<file path="config.mk">
export PLATFORM = sky130hd
export DESIGN_NAME = ram_arbiter
export DESIGN_NICKNAME = d
export VERILOG_FILES = /design/src/rtl/ram_arbiter.sv
export SDC_FILE = /design/constraint.sdc
export NUM_CORES = 1
export LEC_CHECK = 0
export CAP_MARGIN = 20
export CORE_MARGIN = 4
export CORE_UTILIZATION = 40
export DETAILED_ROUTE_END_ITERATION = 10
export PLACE_DENSITY = 0.73
export SLEW_MARGIN = 20
export SYNTH_ARGS = -nofsm -noshare
export SYNTH_HDL_FRONTEND = slang
export SYNTH_SLANG_ARGS = --single-unit
</file>
<file path="constraint.sdc">
create_clock -name clk -period 3.7 [get_ports clk]
set_input_delay 0.74 -clock clk [delete_from_list [all_inputs] [get_ports clk]]
set_output_delay 0.74 -clock clk [all_outputs]
set_load 0.005 [all_outputs]
</file>
<file path="src/rtl/ram_arbiter.sv">
// Round-robin arbiter sharing one single-port RAM between requesters A and B.
// Each request becomes a two-beat RAM command; reads wait for RAM data with a timeout.
module ram_arbiter #(
  parameter int RD_TIMEOUT = 16
) (
  input  logic       clk,
  input  logic       rst,
  input  logic       a_req,
  input  logic       a_we,
  input  logic [7:0] a_addr,
  input  logic [7:0] a_wdata,
  output logic       a_ack,
  output logic [7:0] a_rdata,
  output logic       a_err,
  input  logic       b_req,
  input  logic       b_we,
  input  logic [7:0] b_addr,
  input  logic [7:0] b_wdata,
  output logic       b_ack,
  output logic [7:0] b_rdata,
  output logic       b_err,
  output logic [9:0] ram_din,
  output logic       ram_rx_valid,
  input  logic [7:0] ram_dout,
  input  logic       ram_tx_valid
);

  typedef enum logic [2:0] {IDLE, ADDR, DATA, WAIT_RD, DONE} state_t;

  localparam logic [7:0] TMO = 8'(RD_TIMEOUT);

  state_t     state, state_n;
  logic       last, last_n;   // 0 = A granted last, 1 = B
  logic       sel, sel_n;     // port owning the in-flight transaction
  logic       we_q, we_n;
  logic [7:0] addr_q, addr_n, wdata_q, wdata_n, cnt, cnt_n;
  logic [9:0] din_n;
  logic       rxv_n, fin, tmo, grant_b;
  logic [7:0] rd_val;

  // Outputs are registered, so each branch computes what the next state presents.
  always_comb begin
    state_n = state;
    last_n  = last;
    sel_n   = sel;
    we_n    = we_q;
    addr_n  = addr_q;
    wdata_n = wdata_q;
    cnt_n   = cnt;
    din_n   = 10'h000;
    rxv_n   = 1'b0;
    fin     = 1'b0;
    tmo     = 1'b0;
    rd_val  = 8'h00;
    grant_b = b_req & (~a_req | ~last);
    case (state)
      IDLE: begin
        if (a_req | b_req) begin
          sel_n   = grant_b;
          last_n  = grant_b;
          we_n    = grant_b ? b_we : a_we;
          addr_n  = grant_b ? b_addr : a_addr;
          wdata_n = grant_b ? b_wdata : a_wdata;
          state_n = ADDR;
          rxv_n   = 1'b1;
          din_n   = {(we_n ? 2'b00 : 2'b10), addr_n};
        end
      end
      ADDR: begin
        state_n = DATA;
        rxv_n   = 1'b1;
        din_n   = we_q ? {2'b01, wdata_q} : {2'b11, 8'h00};
      end
      DATA: begin
        if (we_q) begin
          state_n = DONE;
          fin     = 1'b1;
        end else begin
          cnt_n   = 8'h00;
          state_n = WAIT_RD;
        end
      end
      WAIT_RD: begin
        cnt_n = cnt + 8'd1;
        // RAM data beats the timeout when both land in the same cycle
        if (ram_tx_valid) begin
          fin     = 1'b1;
          rd_val  = ram_dout;
          state_n = DONE;
        end else if (cnt_n == TMO) begin
          fin     = 1'b1;
          tmo     = 1'b1;
          state_n = DONE;
        end
      end
      DONE:    state_n = IDLE;
      default: state_n = IDLE;
    endcase
  end

  always_ff @(posedge clk or posedge rst) begin
    if (rst) begin
      state        <= IDLE;
      last         <= 1'b1;
      sel          <= 1'b0;
      we_q         <= 1'b0;
      addr_q       <= 8'h00;
      wdata_q      <= 8'h00;
      cnt          <= 8'h00;
      ram_din      <= 10'h000;
      ram_rx_valid <= 1'b0;
      a_ack        <= 1'b0;
      b_ack        <= 1'b0;
      a_err        <= 1'b0;
      b_err        <= 1'b0;
      a_rdata      <= 8'h00;
      b_rdata      <= 8'h00;
    end else begin
      state        <= state_n;
      last         <= last_n;
      sel          <= sel_n;
      we_q         <= we_n;
      addr_q       <= addr_n;
      wdata_q      <= wdata_n;
      cnt          <= cnt_n;
      ram_din      <= din_n;
      ram_rx_valid <= rxv_n;
      a_ack        <= fin & ~sel;
      b_ack        <= fin & sel;
      a_err        <= fin & tmo & ~sel;
      b_err        <= fin & tmo & sel;
      if (fin & ~we_q & ~sel) a_rdata <= rd_val;
      if (fin & ~we_q & sel)  b_rdata <= rd_val;
    end
  end

endmodule

</file>
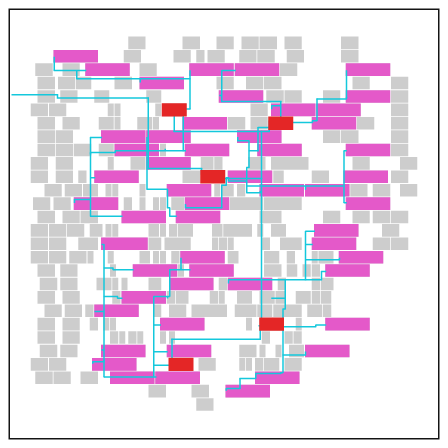
Run 1: routed clock nets over the placement
clock wires: in cyan, length 604 um. flip-flops: in magenta, count 53. clock drivers: in red, count 5.
There are 6 routed clock nets.

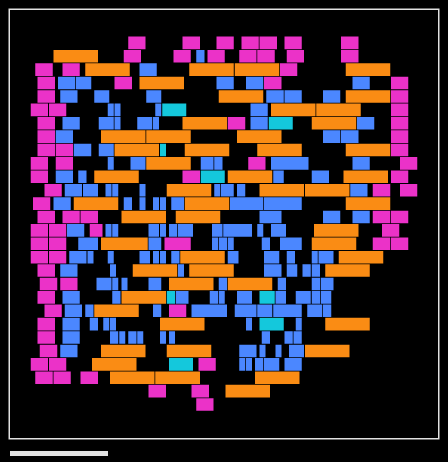
Run 1: cell classes on the final placement
The bar under the picture is 20 um long.
combinational and other logic: in blue, cells 149. clock drivers and dummy loads: in cyan, cells 8. other buffers and delay cells: in magenta, cells 79. flops: in orange, cells 53.
Row Count: 28
Finished Cell Area: 0.00339 mm2
Finished Core Util: 56.5%

==> impl_metrics.env, run 1 <==
# source this file to load flow results
export IMPL_mostFrequentLayoutCells="clkdlybuf4s50_1 (77), dfrtp_1 (52), nand2_1 (32)"
export IMPL_finalMaxSlewViolations=0
export IMPL_setup_viol=0
export IMPL_p_switching_w=0.000731
export IMPL_wl_met1_um=2280
export IMPL_flops=53
export IMPL_grt_usage_pct=14.5
export IMPL_peakVddDrop_v=0.000274
export IMPL_nNonClkInverters=4
export IMPL_synth_cellmix_simpleShare_pct=15.0
export IMPL_cp_arrival_ns=2.55
export IMPL_p_int_w=0.00146
export IMPL_crit_type="primary input to register"
export IMPL_fmax_ghz=0.426
export IMPL_dr_pass1_iters=4
export IMPL_cts_max_level=2
export IMPL_crit_cells=5
export IMPL_pwr_share_clk_pct=14.9
export IMPL_fin_skew_ns=0.0108
export IMPL_area_growth_pct=36.0
export IMPL_setup_tns_ns=0
export IMPL_compound_area_share_pct=19.4
export IMPL_slowest_delay_ns=0.96
export IMPL_post_cts_buffers=0
export IMPL_dpl_hpwl_um=3900
export IMPL_status="finished, final reports clean"
export IMPL_wl_um=5260
export IMPL_n_antenna_cell=0
export IMPL_r2r_slack_ns=1.77
export IMPL_ys_cells=215
export IMPL_relSlewSlack_pct=40.4
export IMPL_power_leakage_nw=1.46
export IMPL_seq_power_share_pct=44.8
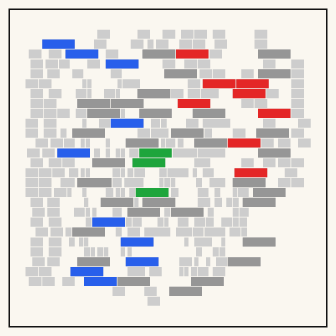
Run 1: register map, names as in the netlist
state: in green, placed flops 3. ram_din: in blue, placed flops 10. b_rdata: in red, placed flops 8, where upper right.
Another 32 sequential cells are not colored.

==> run 1: through the flow <==
stage	cells	hold slack [ns]	power, W	instance area, um2	utilization, %
after floorplan	215	0.437	0.00147	2490	-
after global placement	355	0.454	0.00184	3280	54.8
after detailed placement	355	0.467	0.00187	3280	54.8
after CTS	363	0.480	0.00220	3370	56.3
after global routing	364	0.521	0.00236	3390	56.5
final	364	0.479	0.00219	3390	56.5
==> run 1: flip-flops by register name, summed over array words and instances (netlist names) <==
name          cells
b_err             1
last              1
wdata_q           8
a_err             1
b_rdata           8
we_q              1
sel               1
state             3
cnt               8
a_rdata           8
a_ack             1
ram_rx_valid      1
ram_din          10
b_ack             1
==> run 2, diff against run 1 <==
==> constraint.sdc (replaced) <==
create_clock -name clk -period 2.44 [get_ports clk]
set_input_delay 0.488 -clock clk [delete_from_list [all_inputs] [get_ports clk]]
set_output_delay 0.488 -clock clk [all_outputs]
set_load 0.005 [all_outputs]
==> impl_metrics.env, run 2 <==
# source this file to load flow results
export IMPL_compound_area_share_pct=19.4
export IMPL_flops=53
export IMPL_dr_pass1_iters=4
export IMPL_crit_cells=5
export IMPL_setup_tns_ns=0
export IMPL_holdWs_ns=0.483
export IMPL_synth_cellmix_simpleShare_pct=15.0
export IMPL_r2r_slack_ns=0.65
export IMPL_status="finished, final reports clean"
export IMPL_largest_reg_flops=10
export IMPL_area_growth_pct=38.5
export IMPL_rows=28
export IMPL_peakVddDrop_v=0.000391
export IMPL_regMostFlops="ram_din"
export IMPL_place_area_mm2=0.00336
export IMPL_ys_cells=215
export IMPL_final_cells=372
export IMPL_place_inst=364
export IMPL_postLayoutCoreUtil_pct=57.6
export IMPL_relSlewSlack_pct=62.3
export IMPL_p_total_w=0.00335
export IMPL_n_antenna_cell=0
export IMPL_grt_usage_pct=15.2
export IMPL_dpl_hpwl_um=4130
export IMPL_setup_viol=0
export IMPL_fin_skew_ns=0.00654
export IMPL_cts_max_level=2
[run 2: cell counts after synthesis]
No cell type changed its count.
[run 2: layer usage]
metal | up-vias | global-route usage (%) | wire (um)
met5 | - | 0 | 0
met3 | 5 | 5.87 | 489
met1 | 945 | 19.3 | 2360
li1 | 961 | - | -
met2 | 71 | 23.9 | 2580
met4 | 0 | 4.67 | 44
[run 2: report_power, final]
part | internal (W) | switching [W] | leakage [nW] | total (W)
Sequential | 0.00123 | 0.000245 | 0.691 | 0.00147
Combinational | 0.000806 | 0.000581 | 0.764 | 0.00139
Clock | 0.000205 | 0.000286 | 0.0456 | 0.000491
Total | 0.00224 | 0.00111 | 1.50 | 0.00335
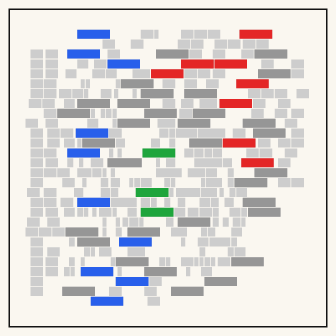
Run 2: register map, names as in the netlist
ram_din: in blue, placed flops 10. state: in green, placed flops 3. b_rdata: in red, placed flops 8, where upper right.
Another 32 sequential cells are not colored.
sequential cell area share: 38.5%
sequential power: 0.00147 W

No activity file was given, so power comes from the tool's default toggle rates.
